`config.mk`:
```
export PLATFORM = sky130hd
export DESIGN_NAME = alu_share_arb
export DESIGN_NICKNAME = d
export VERILOG_FILES = /design/src/rtl/alu_share_arb.sv
export SDC_FILE = /design/constraint.sdc
export NUM_CORES = 1
export LEC_CHECK = 0
export CAP_MARGIN = 10
export CORE_UTILIZATION = 54
export DETAILED_ROUTE_END_ITERATION = 7
export GPL_TIMING_DRIVEN = 0
export PLACE_DENSITY = 0.82
export SLEW_MARGIN = 15
export SYNTH_ARGS = -nofsm -noshare
export SYNTH_HDL_FRONTEND = slang
export SYNTH_SLANG_ARGS = --single-unit
```
`constraint.sdc`:
```
create_clock -name clk -period 4.9 [get_ports clk]
set_clock_uncertainty 0.2 [all_clocks]
set_input_delay 1.47 -clock clk [delete_from_list [all_inputs] [get_ports clk]]
set_output_delay 1.47 -clock clk [all_outputs]
set_load 0.005 [all_outputs]
```
`src/rtl/alu_share_arb.sv`:
```
// Two requesters share one 32-bit ALU. Grants alternate on contention, and
// each result is held until the consumer takes it.
module alu_share_arb (
    input  logic        clk,
    input  logic        reset,
    input  logic        req0_valid,
    output logic        req0_ready,
    input  logic [31:0] req0_a,
    input  logic [31:0] req0_b,
    input  logic [2:0]  req0_op,
    input  logic        req1_valid,
    output logic        req1_ready,
    input  logic [31:0] req1_a,
    input  logic [31:0] req1_b,
    input  logic [2:0]  req1_op,
    output logic        rsp_valid,
    input  logic        rsp_ready,
    output logic        rsp_id,
    output logic [31:0] rsp_z,
    output logic        rsp_zero,
    output logic [15:0] ops_done
);

    // state | meaning
    // IDLE  | waiting for a request; grant is combinational
    // EXEC  | operands latched, ALU result registered on next edge
    // RESP  | result presented, held until rsp_ready
    typedef enum logic [1:0] {IDLE, EXEC, RESP} state_t;

    state_t      state, state_nxt;
    logic        last_grant;
    logic        owner;
    logic [31:0] op_a, op_b;
    logic [2:0]  op_code;
    logic        grant;
    logic        accept;
    logic [31:0] alu_z;

    always_comb begin
        grant      = 1'b0;
        req0_ready = 1'b0;
        req1_ready = 1'b0;
        if (req0_valid && req1_valid)
            grant = ~last_grant;
        else
            grant = req1_valid;
        if (state == IDLE && !reset) begin
            req0_ready = req0_valid && !grant;
            req1_ready = req1_valid && grant;
        end
        accept = req0_ready || req1_ready;
    end

    always_comb begin
        state_nxt = state;
        case (state)
            IDLE: if (accept) state_nxt = EXEC;
            EXEC: state_nxt = RESP;
            RESP: if (rsp_ready) state_nxt = IDLE;
            default: state_nxt = IDLE;
        endcase
    end

    always_comb begin
        alu_z = 32'd0;
        case (op_code)
            3'b000: alu_z = op_a & op_b;
            3'b001: alu_z = op_a | op_b;
            3'b010: alu_z = op_a + op_b;
            3'b110: alu_z = op_a - op_b;
            3'b111: alu_z = {31'd0, op_a < op_b};
            default: alu_z = 32'd0;
        endcase
    end

    always_ff @(posedge clk) begin
        if (reset) state <= IDLE;
        else       state <= state_nxt;
    end

    always_ff @(posedge clk) begin
        if (reset) begin
            rsp_valid  <= 1'b0;
            rsp_id     <= 1'b0;
            rsp_z      <= 32'd0;
            rsp_zero   <= 1'b0;
            ops_done   <= 16'd0;
            last_grant <= 1'b1;
            owner      <= 1'b0;
            op_a       <= 32'd0;
            op_b       <= 32'd0;
            op_code    <= 3'd0;
        end else begin
            case (state)
                IDLE: if (accept) begin
                    op_a       <= grant ? req1_a  : req0_a;
                    op_b       <= grant ? req1_b  : req0_b;
                    op_code    <= grant ? req1_op : req0_op;
                    owner      <= grant;
                    last_grant <= grant;
                end
                EXEC: begin
                    rsp_z     <= alu_z;
                    rsp_zero  <= (alu_z == 32'd0);
                    rsp_id    <= owner;
                    rsp_valid <= 1'b1;
                end
                RESP: if (rsp_ready) begin
                    rsp_valid <= 1'b0;
                    ops_done  <= ops_done + 16'd1;
                end
                default: ;
            endcase
        end
    end

endmodule

```
==> impl_metrics.tcl <==
# collected from the flow reports
set metrics [dict create \
    status "complete, no violations" \
    period_needed_ps 4810 \
    cts-root-buf "clkbuf_16" \
    ios 192 \
    grt_max_degree 17 \
    syn_avg_cell_area_um2 7.82 \
    p_sw_share_pct 38.5 \
    async_reset_ff_share_pct 0 \
    drtIter0Drc 1277 \
    grt_pass1_vias 11000 \
    yosysWarnings 0 \
    finalSetupViolations 0 \
    pwr-share-comb_pct 40.2 \
    power_frac_seq_pct 27.2 \
    holdBufCountCts 0 \
    rsz0062_at_grt "false" \
    slew_headroom_pct 28.3 \
    ys_top_cells_by_count "203 x nor2_1, 122 x dfxtp_1, 110 x inv_1" \
    crit_path_start_kind "primary input" \
    power.total_mw 4.27 \
    first_pass_iters 7 \
    clkSinkCount 122 \
    fp-row-count 50 \
    worstSetupPathType "primary input to primary output" \
    synth_nets 1600 \
    area_growth_pct 27.2 \
    overflow 0 \
    hold_viol_final 0 \
    p_sw_mw 1.64 \
    nets 1810 \
    synth.distinct_cells 82 \
    yosys.area.top_type "dfxtp_1" \
    dp_cells 1803 \
    grt_usage_pct 39.1 \
    yosys_area_um2 10600 \
    drive_above_1_share_pct 5.71 \
    finalClockPeriodUsage_pct 98.2 \
    cp.required_ps 3230 \
    fillers 1530 \
    design_area_um2 13500 \
    die_h_um 142 \
    coreArea_um2 19000 \
    grt_pass1_wl_mm 59.9 \
    drc 0 \
    die_w_um 142 \
    dp_hpwl_mm 30.9 \
    grt_antenna_before_repair 0 \
    top_cell "nor2_1" \
    routabilityCongestion 1.05 \
    n_antenna_cell 0 \
    synth_flops 122 \
    maxCapViolCount 0 \
    cts_inserted_buffers 17 \
    fp-utilization_pct 55.8 \
    clockPowerShare_pct 32.7 \
    ant_nets 0 \
    p_leak_nw 5.15 \
    path_max_fanout 10 \
    netlist.area_leader.share_pct 23.1 \
    max-vdd-ir-drop_mv 0.234 \
    synth-edff-count 0 \
    critPathArrivalTime_ps 3140 \
    syn_inst 1353 \
    portBuffers 190 \
    synth_area_um2 10600 \
    cts_tree "done" \
    synth-main-ff-cell "dfxtp_1" \
    ys_top_cells_by_area "dfxtp_1 23%, ha_1 13%, mux2i_1 8.2%" \
    clk_latency_ps 430 \
    slew_viol_final 0 \
    clockBufferDepth 2 \
    intPower_mw 2.63 \
]
## power groups by stage
stage	clock (mW)	combinational, mW	sequential [mW]
3_5_place_dp	0	1.66	1.18
2_1_floorplan	0	1.09	1.16
3_3_place_gp	0	1.63	1.17
4_1_cts	1.40	1.67	1.16
5_1_grt	1.44	1.83	1.17
6_report	1.40	1.72	1.16
## flip-flops by register name, summed over array words and instances (netlist names)
| name | flops |
|---|---|
| last_grant | 1 |
| op_a | 32 |
| op_b | 32 |
| op_code | 3 |
| ops_done | 16 |
| owner | 1 |
| rsp_id | 1 |
| rsp_valid | 1 |
| rsp_z | 32 |
| rsp_zero | 1 |
| state | 2 |
## final cells by class
cell class                 count  area, µm²  share of cell area, %
buffer                        92        556                   4.13
clock buffer                  17        425                   3.16
clock inverter                15        213                   1.58
inverter                     111        417                   3.10
multi-input combinational   1028       7170                   53.3
sequential                   122       2440                   18.2
tap                          260        325                   2.42
timing repair buffer         191       1910                   14.2
## logic make-up after synthesis
group,count (synthesis),share of synthesized area [%]
simple gates,418,18.5
fa+ha+maj,108,12.9
flops,122,23.1
mux,88,8.34
xor+xnor,40,3.31
compound gates,374,24.7
buf+inv,203,9.12
## critical path, cell delays in order
cell and delay, ps:
clkdlybuf4s50_1 490, a21boi_1 170, clkbuf_4 160, buf_4 200
and2_1 150, clkdlybuf4s50_1 500
## placed cells by master, fill, tap and decap left out, drive strengths merged, types with 6 or more instances in the layout
master         instances
nor2                 204
nand4                 20
inv                  115
nand2b                15
nand3                 20
xor2                  14
o21bai                 9
nand2                 66
o21ai                 44
a22oi                  8
a221oi                 8
a21oi                 86
and3                   7
clkdlybuf4s50        190
o31ai                  9
a21o                   7
nor3                  27
nor4                  12
o211ai                17
nor2b                 14
a311oi                 6
mux2i                 87
clkbuf                82
buf                   28
o21a                   7
a31oi                 12
xnor2                 26
a211oi               102
and2                   7
o22ai                  8
dfxtp                122
ha                   106
## worst paths after layout
path / start / end / slack, ps / depth (start not counted)
worst max register to register: op_a[1]$_SDFFE_PP0P_ / rsp_zero$_SDFFE_PP0P_ / 280 / 13
worst min register to register: rsp_id$_SDFFE_PP0P_ / rsp_id$_SDFFE_PP0P_ / 270 / 2
worst min-delay path: rsp_id$_SDFFE_PP0P_ / rsp_id$_SDFFE_PP0P_ / 270 / 2
worst max-delay path: req1_valid / req1_ready / 90 / 6
## through the flow
step	util (%)	setup slack, ps	setup TNS (ps)	hold slack, ps
floorplan	-	802	0	232
finish	71.0	85.8	0	273
global route	71.0	3.53	0	306
global placement	67.5	-669	-1200	254
CTS	71.0	54.8	0	269
detailed placement	67.5	-741	-1330	262
## routing by layer
metal | track usage (%) | up-vias | share of wire [%]
li1 | - | 5255 | -
met1 | 48.3 | 5363 | 40
met2 | 67.1 | 638 | 47
met3 | 7.00 | 96 | 8.9
met4 | 15.4 | 0 | 3.6
met5 | 0 | - | 0
## timing repair
action | 4_1_cts | 5_1_grt
setup endpoints to repair | 2 | 1
setup buffers | 1 | 0
endpoints found under the hold margin | 0 | 0
gates resized | 4 | 1
pin swaps | 0 | 0
Figure 1. Where the registers sit.
Scale bar: 50 µm. Other sequential cells in the stronger grey, the rest of the logic in the fainter grey.
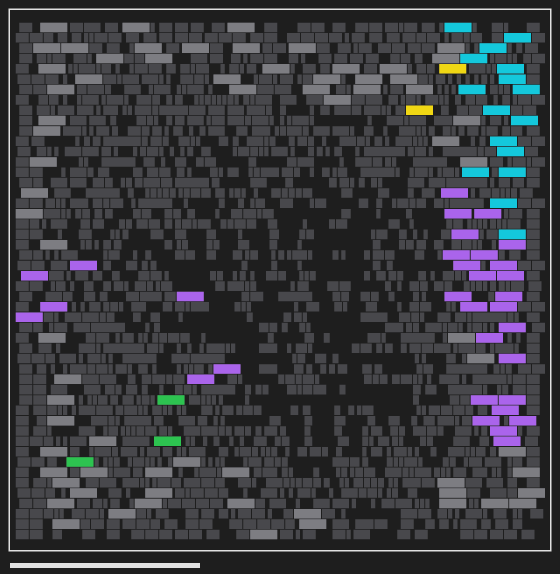
op_code: in green, sequential cells 3. ops_done: in cyan, sequential cells 16, where upper right. rsp_z: in purple, sequential cells 32. state: in yellow, sequential cells 2.
Another 69 sequential cells are not coloured.
Layout Utilization: 71.0%
Sequential Area: 2440 µm²
Seq group: 1.16 mW
Seq area share: 18.2%

Figure 2. Placed standard cells.
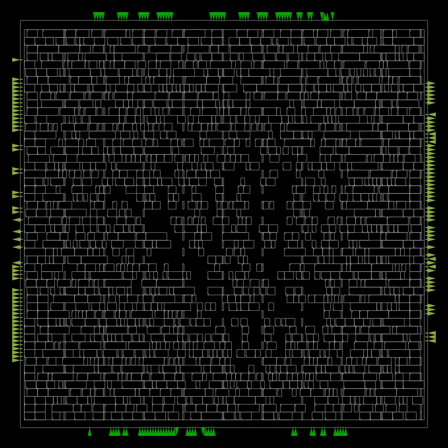
Post-Layout Cell Count: 1836
flip-flops: 122

Figure 3. Signal metal coverage by tile.
The die is cut into 28 by 28 equal tiles; dark blue is low, red is high, scaled to the fullest tile. Values are wire area over tile area, all layers added.
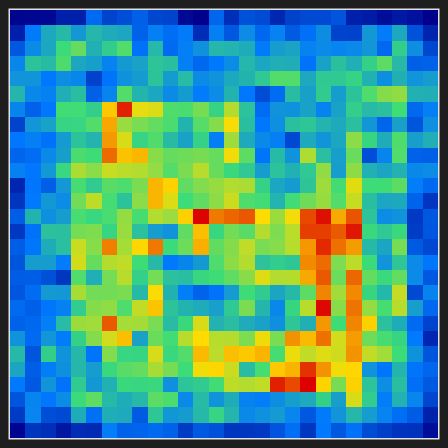
0.90% of the tiles are nearly empty. The fullest tile reaches 0.76. 35% of the tiles are over half the peak. The mean over all tiles is 0.33. The densest ninth of the die: centre.
routed wire length per instance: 21.5 µm
total wire length: 39.4 mm

Power is estimated from default activity; no workload was simulated.
